===== config.mk =====
export PLATFORM = sky130hd
export DESIGN_NAME = sigmoid_arbiter
export DESIGN_NICKNAME = d
export VERILOG_FILES = /design/src/rtl/sigmoid_arbiter.sv
export SDC_FILE = /design/constraint.sdc
export NUM_CORES = 1
export LEC_CHECK = 0
export CAP_MARGIN = 40
export CORE_MARGIN = 8
export CORE_UTILIZATION = 55
export DETAILED_ROUTE_END_ITERATION = 7
export PLACE_DENSITY_LB_ADDON = 0.25
export SLEW_MARGIN = 15
export SYNTH_ARGS = -nofsm -noshare
export SYNTH_HDL_FRONTEND = slang
export SYNTH_SLANG_ARGS = --single-unit

===== constraint.sdc =====
create_clock -name clk -period 30 [get_ports clk]
set_input_delay 6 -clock clk [delete_from_list [all_inputs] [get_ports clk]]
set_output_delay 6 -clock clk [all_outputs]
set_load 0.01 [all_outputs]

===== src/rtl/sigmoid_arbiter.sv =====
// sigmoid_arbiter: round-robin arbiter that shares one combinational Q4.12
// sigmoid unit among N_REQ requesters through a two-stage pipeline
// (S1 operand register, S2 result register) with a backpressured,
// id-tagged response channel.
module sigmoid_arbiter #(
    parameter int N_REQ = 4,
    parameter int ID_W  = 2
) (
    input  logic                    clk,
    input  logic                    rst,
    input  logic [N_REQ-1:0]        req_valid,
    input  logic [16*N_REQ-1:0]     req_data,
    output logic [N_REQ-1:0]        req_ready,
    output logic                    rsp_valid,
    output logic [ID_W-1:0]         rsp_id,
    output logic signed [15:0]      rsp_data,
    input  logic                    rsp_ready,
    output logic                    busy
);

    localparam logic [12:0] ONE = 13'd4096;

    // Sigmoid sampled every 0.5 on [0, 8] in Q4.12, rounded to nearest.
    // The knot at 8.0 (and anything beyond) is pinned to exactly 1.0 so the
    // curve saturates cleanly at both ends of the Q4.12 input range.
    function automatic logic [12:0] knot(input logic [4:0] k);
        case (k)
            5'd0:    knot = 13'd2048;
            5'd1:    knot = 13'd2550;
            5'd2:    knot = 13'd2994;
            5'd3:    knot = 13'd3349;
            5'd4:    knot = 13'd3608;
            5'd5:    knot = 13'd3785;
            5'd6:    knot = 13'd3902;
            5'd7:    knot = 13'd3976;
            5'd8:    knot = 13'd4022;
            5'd9:    knot = 13'd4051;
            5'd10:   knot = 13'd4069;
            5'd11:   knot = 13'd4079;
            5'd12:   knot = 13'd4086;
            5'd13:   knot = 13'd4090;
            5'd14:   knot = 13'd4092;
            5'd15:   knot = 13'd4094;
            default: knot = ONE;
        endcase
    endfunction

    // Odd-symmetric piecewise-linear sigmoid: interpolate on |x| between
    // half-unit knots with round-half-up, then mirror as 1 - s(|x|) for x < 0.
    function automatic logic signed [15:0] sigmoid_q412(input logic signed [15:0] x);
        logic [15:0] mag;
        logic [12:0] a;
        logic [12:0] b;
        logic [12:0] diff;
        logic [12:0] pos;
        logic [23:0] prod;
        mag  = x[15] ? (16'd0 - x) : x;
        a    = knot(mag[15:11]);
        b    = knot(mag[15:11] + 5'd1);
        diff = b - a;
        prod = 24'(diff) * 24'(mag[10:0]) + 24'd1024;
        pos  = a + prod[23:11];
        sigmoid_q412 = {3'b000, (x[15] ? (ONE - pos) : pos)};
    endfunction

    logic                   r_v1;
    logic signed [15:0]     r_x1;
    logic [ID_W-1:0]        r_id1;
    logic                   r_v2;
    logic signed [15:0]     r_y2;
    logic [ID_W-1:0]        r_id2;
    logic [ID_W-1:0]        r_ptr;

    logic                   w_adv2;
    logic                   w_s1_free;
    logic                   w_found;
    logic [ID_W-1:0]        w_win;
    logic                   w_xfer;
    logic signed [15:0]     w_sel;

    assign w_adv2    = !r_v2 || rsp_ready;
    assign w_s1_free = !r_v1 || w_adv2;
    assign w_xfer    = w_found && w_s1_free;
    assign w_sel     = req_data[int'(w_win)*16 +: 16];

    // Rotating-priority search: first valid requester at or after the pointer
    always_comb begin
        w_found = 1'b0;
        w_win   = '0;
        for (int k = 0; k < N_REQ; k++) begin
            int idx;
            idx = int'(r_ptr) + k;
            if (idx >= N_REQ) idx = idx - N_REQ;
            if (!w_found && req_valid[idx]) begin
                w_found = 1'b1;
                w_win   = ID_W'(idx);
            end
        end
    end

    // Grant is combinational and unlocked; it only becomes a transfer when S1 can take it
    always_comb begin
        req_ready = '0;
        if (w_xfer) req_ready[w_win] = 1'b1;
    end

    // S1: capture the granted operand, or empty when S1 drains with nothing new
    always_ff @(posedge clk or posedge rst) begin
        if (rst) begin
            r_v1  <= 1'b0;
            r_x1  <= '0;
            r_id1 <= '0;
            r_ptr <= '0;
        end else if (w_xfer) begin
            r_v1  <= 1'b1;
            r_x1  <= w_sel;
            r_id1 <= w_win;
            r_ptr <= (int'(w_win) == N_REQ - 1) ? '0 : w_win + 1'b1;
        end else if (w_s1_free) begin
            r_v1  <= 1'b0;
        end
    end

    // S2: take the sigmoid of S1 whenever the response slot can advance
    always_ff @(posedge clk or posedge rst) begin
        if (rst) begin
            r_v2  <= 1'b0;
            r_y2  <= '0;
            r_id2 <= '0;
        end else if (w_adv2) begin
            r_v2  <= r_v1;
            r_y2  <= sigmoid_q412(r_x1);
            r_id2 <= r_id1;
        end
    end

    assign rsp_valid = r_v2;
    assign rsp_data  = r_y2;
    assign rsp_id    = r_id2;
    assign busy      = r_v1 || r_v2;

endmodule


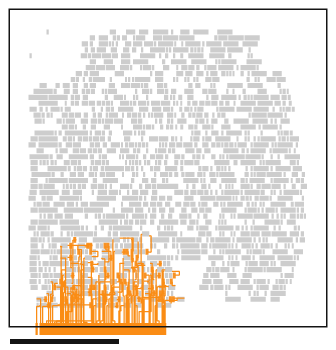
Fig. 1. I/O nets highlighted.
Bar = 50 um.
orange -> `req_data`  # bits 64, direction input, edge south, end cells 64, buffers 64, wire 1830 um
Ports: 95
count of buffers from port buffering: 91

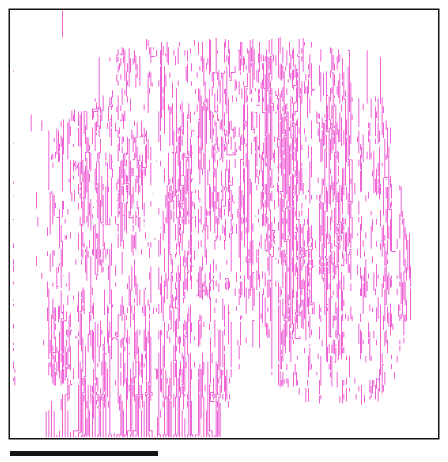
Fig. 2. Signal wires on met2.
Bar = 50 um.
share of all routed wire = 49%
longest straight run = 58.8 um
nets with wire on the layer = 1237
met2 usage: 0.414
routed wire length: 23500 um

==> Changelog: implementation <==
### Changed

* Run status: finished clean
* Max Cap Viol at 0
* Total setup buffers inserted after CTS at 0
* Post-route core utilization at 0.638
* Final Max Tran Viols at 0
* Slew @ Worst Pin at 0.913 ns
* Die X at 145 um
* Startpoint Class: primary input
* CP cell instances: clkdlybuf4s50_1 -> inv_1 -> a211o_1 -> a21oi_2 -> ha_1 -> inv_1 -> nor2_1 -> clkdlybuf4s50_1
* Final setup margin at 15.45 ns
* RSZ-0062 raised after global routing: no
* Distinct cell type count after synthesis at 72
* Vias per cell at 5.57
* Vias post-DR at 8171
* Ys cells at 1176
* Worst setup path endpoint: req_ready[3]
* Maximum number of pins on one net before global-route repair at 38
* CORE AREA at 0.0164 mm^2
* Fp util at 0.555
* Pre-CTS WS at 15.48 ns
* Drt pass-1 iters at 5
* WL/cell at 16.0 um
* CTS Buf Count at 5
* Diodes inserted at 0
* Worst R2R Path Depth at 48
* Hold_buf cts at 0
* Count leader, synth: nand2_1
* Fin crit period at 14.55 ns
* Critical Path End Type: output port
* Worst Hold Class: reg -> reg
* Fin crit share at 0.485
* Worst Hold Path EP: r_id1[1]
* Post-route cell area at 0.0105 mm^2
* Synth cell count leaders: 195 x nand2_1, 158 x inv_1, 105 x ha_1, 102 x nor2_1, 99 x fa_1
* Worst clock skew at 0.00624 ns
* CTS tree: yes
* Die area at 0.0209 mm^2
* Reg-to-Reg End: rsp_data[12]
* Worst reg-to-reg setup slack at 16.16 ns
* CP max stage cell: a21oi_2
* Hold path start: r_id1[1]
* Setup TNS at 0 ns
* H-tree depth reported by CTS at 2
* Synth Cell Area at 0.00911 mm^2
* Vert. Die Dim at 145 um
* EDFF count, synth at 0
* Avg Inst Size Synth at 7.75 um^2
* Clk_lat worst skew at 0.28 ns
* Max clock buf depth at 2
* Slew margin rel. at 0.389
* WS Path Type: in -> out
* Total grt overflow at 0
* Cell Rows at 47
* Max stage delay on crit path at 0.61 ns
* Registers, synthesis at 37
* FF-to-FF Start: r_x1[0]
* Max-area cell share at 0.217
* Clock root buffer: clkbuf_16
* Synth Instances at 1176
* Worst-path fanout max at 20
* Post-synth top area cell: fa_1
* Initial antenna violation count at 0
* CP Data Arrival Time at 8.55 ns
* DRC viols at 0
* First-pass GRT wire length at 39500 um
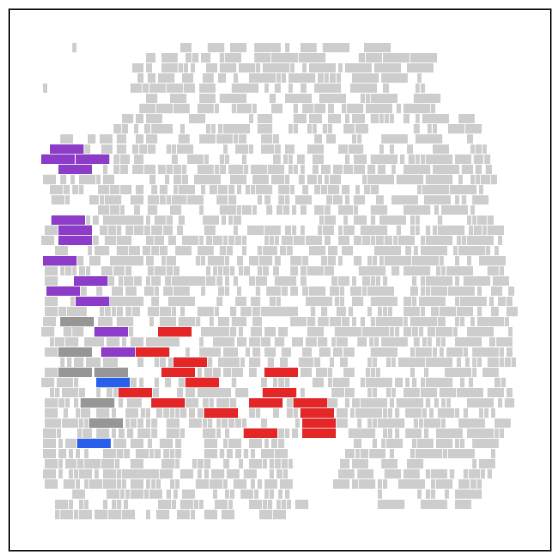
Fig. 3. Where the registers sit.
purple -> `rsp_data`  # sequential cells 13, where west
red -> `r_x1`  # sequential cells 16, where south
blue -> `r_id1`  # sequential cells 2
not colored = 6

[cells in the final DEF, fill, tap and decap left out, types with 7 or more instances in the layout]
cell,instances
nand2_1,195
inv_1,158
ha_1,105
nor2_1,102
fa_1,99
clkdlybuf4s50_1,91
o21ai_0,65
a21oi_1,49
dfrtp_1,37
nand3_1,34
xnor2_1,31
nor3_1,25
xor2_1,24
buf_4,18
nand2b_1,15
or3_1,13
or2_2,12
a211o_1,9
and2_1,9
mux2i_1,9
a2111oi_0,8
nor4_1,7
a21o_1,7
nor2b_1,7
o21a_1,7
[cell families after synthesis]
logic type	after synthesis	share of synthesized area
DFF	37	0.102
xor gates and xnor gates	59	0.0612
other	1	0.000412
muxes	16	0.0185
adders and majority gates	204	0.362
AOI/OAI and AO/OA	202	0.145
buffers and inverters	215	0.0924
and+or+nand+nor	442	0.219
[routing by layer]
layer | wire length (um) | GRT usage
met1 | 10100 | 0.293
met2 | 11500 | 0.414
met3 | 1170 | 0.0276
met4 | 711 | 0.0739
met5 | 0 | 0
[cell type report]
cell class / count / area (um^2)
Timing Repair Buffer: 114 / 1120
Fill cell: 1495 / 5940
Inverter: 162 / 608
Multi-Input combinational cell: 926 / 7370
Sequential cell: 37 / 926
Tap cell: 220 / 275
Clock buffer: 6 / 129
Clock inverter: 2 / 38.8
[critical path: cells and delay by family]
family	cells	cell delay [ns]
fa+ha+maj	1	0.28
compound gates	2	0.92
simple gates	1	0.13
buf+inv	4	1.23
[state kept, by name, indices dropped and copies added (netlist names)]
signal and cells:
r_id1 2, r_ptr 2, r_v1 1, r_x1 16
rsp_data 13, rsp_id 2, rsp_valid 1
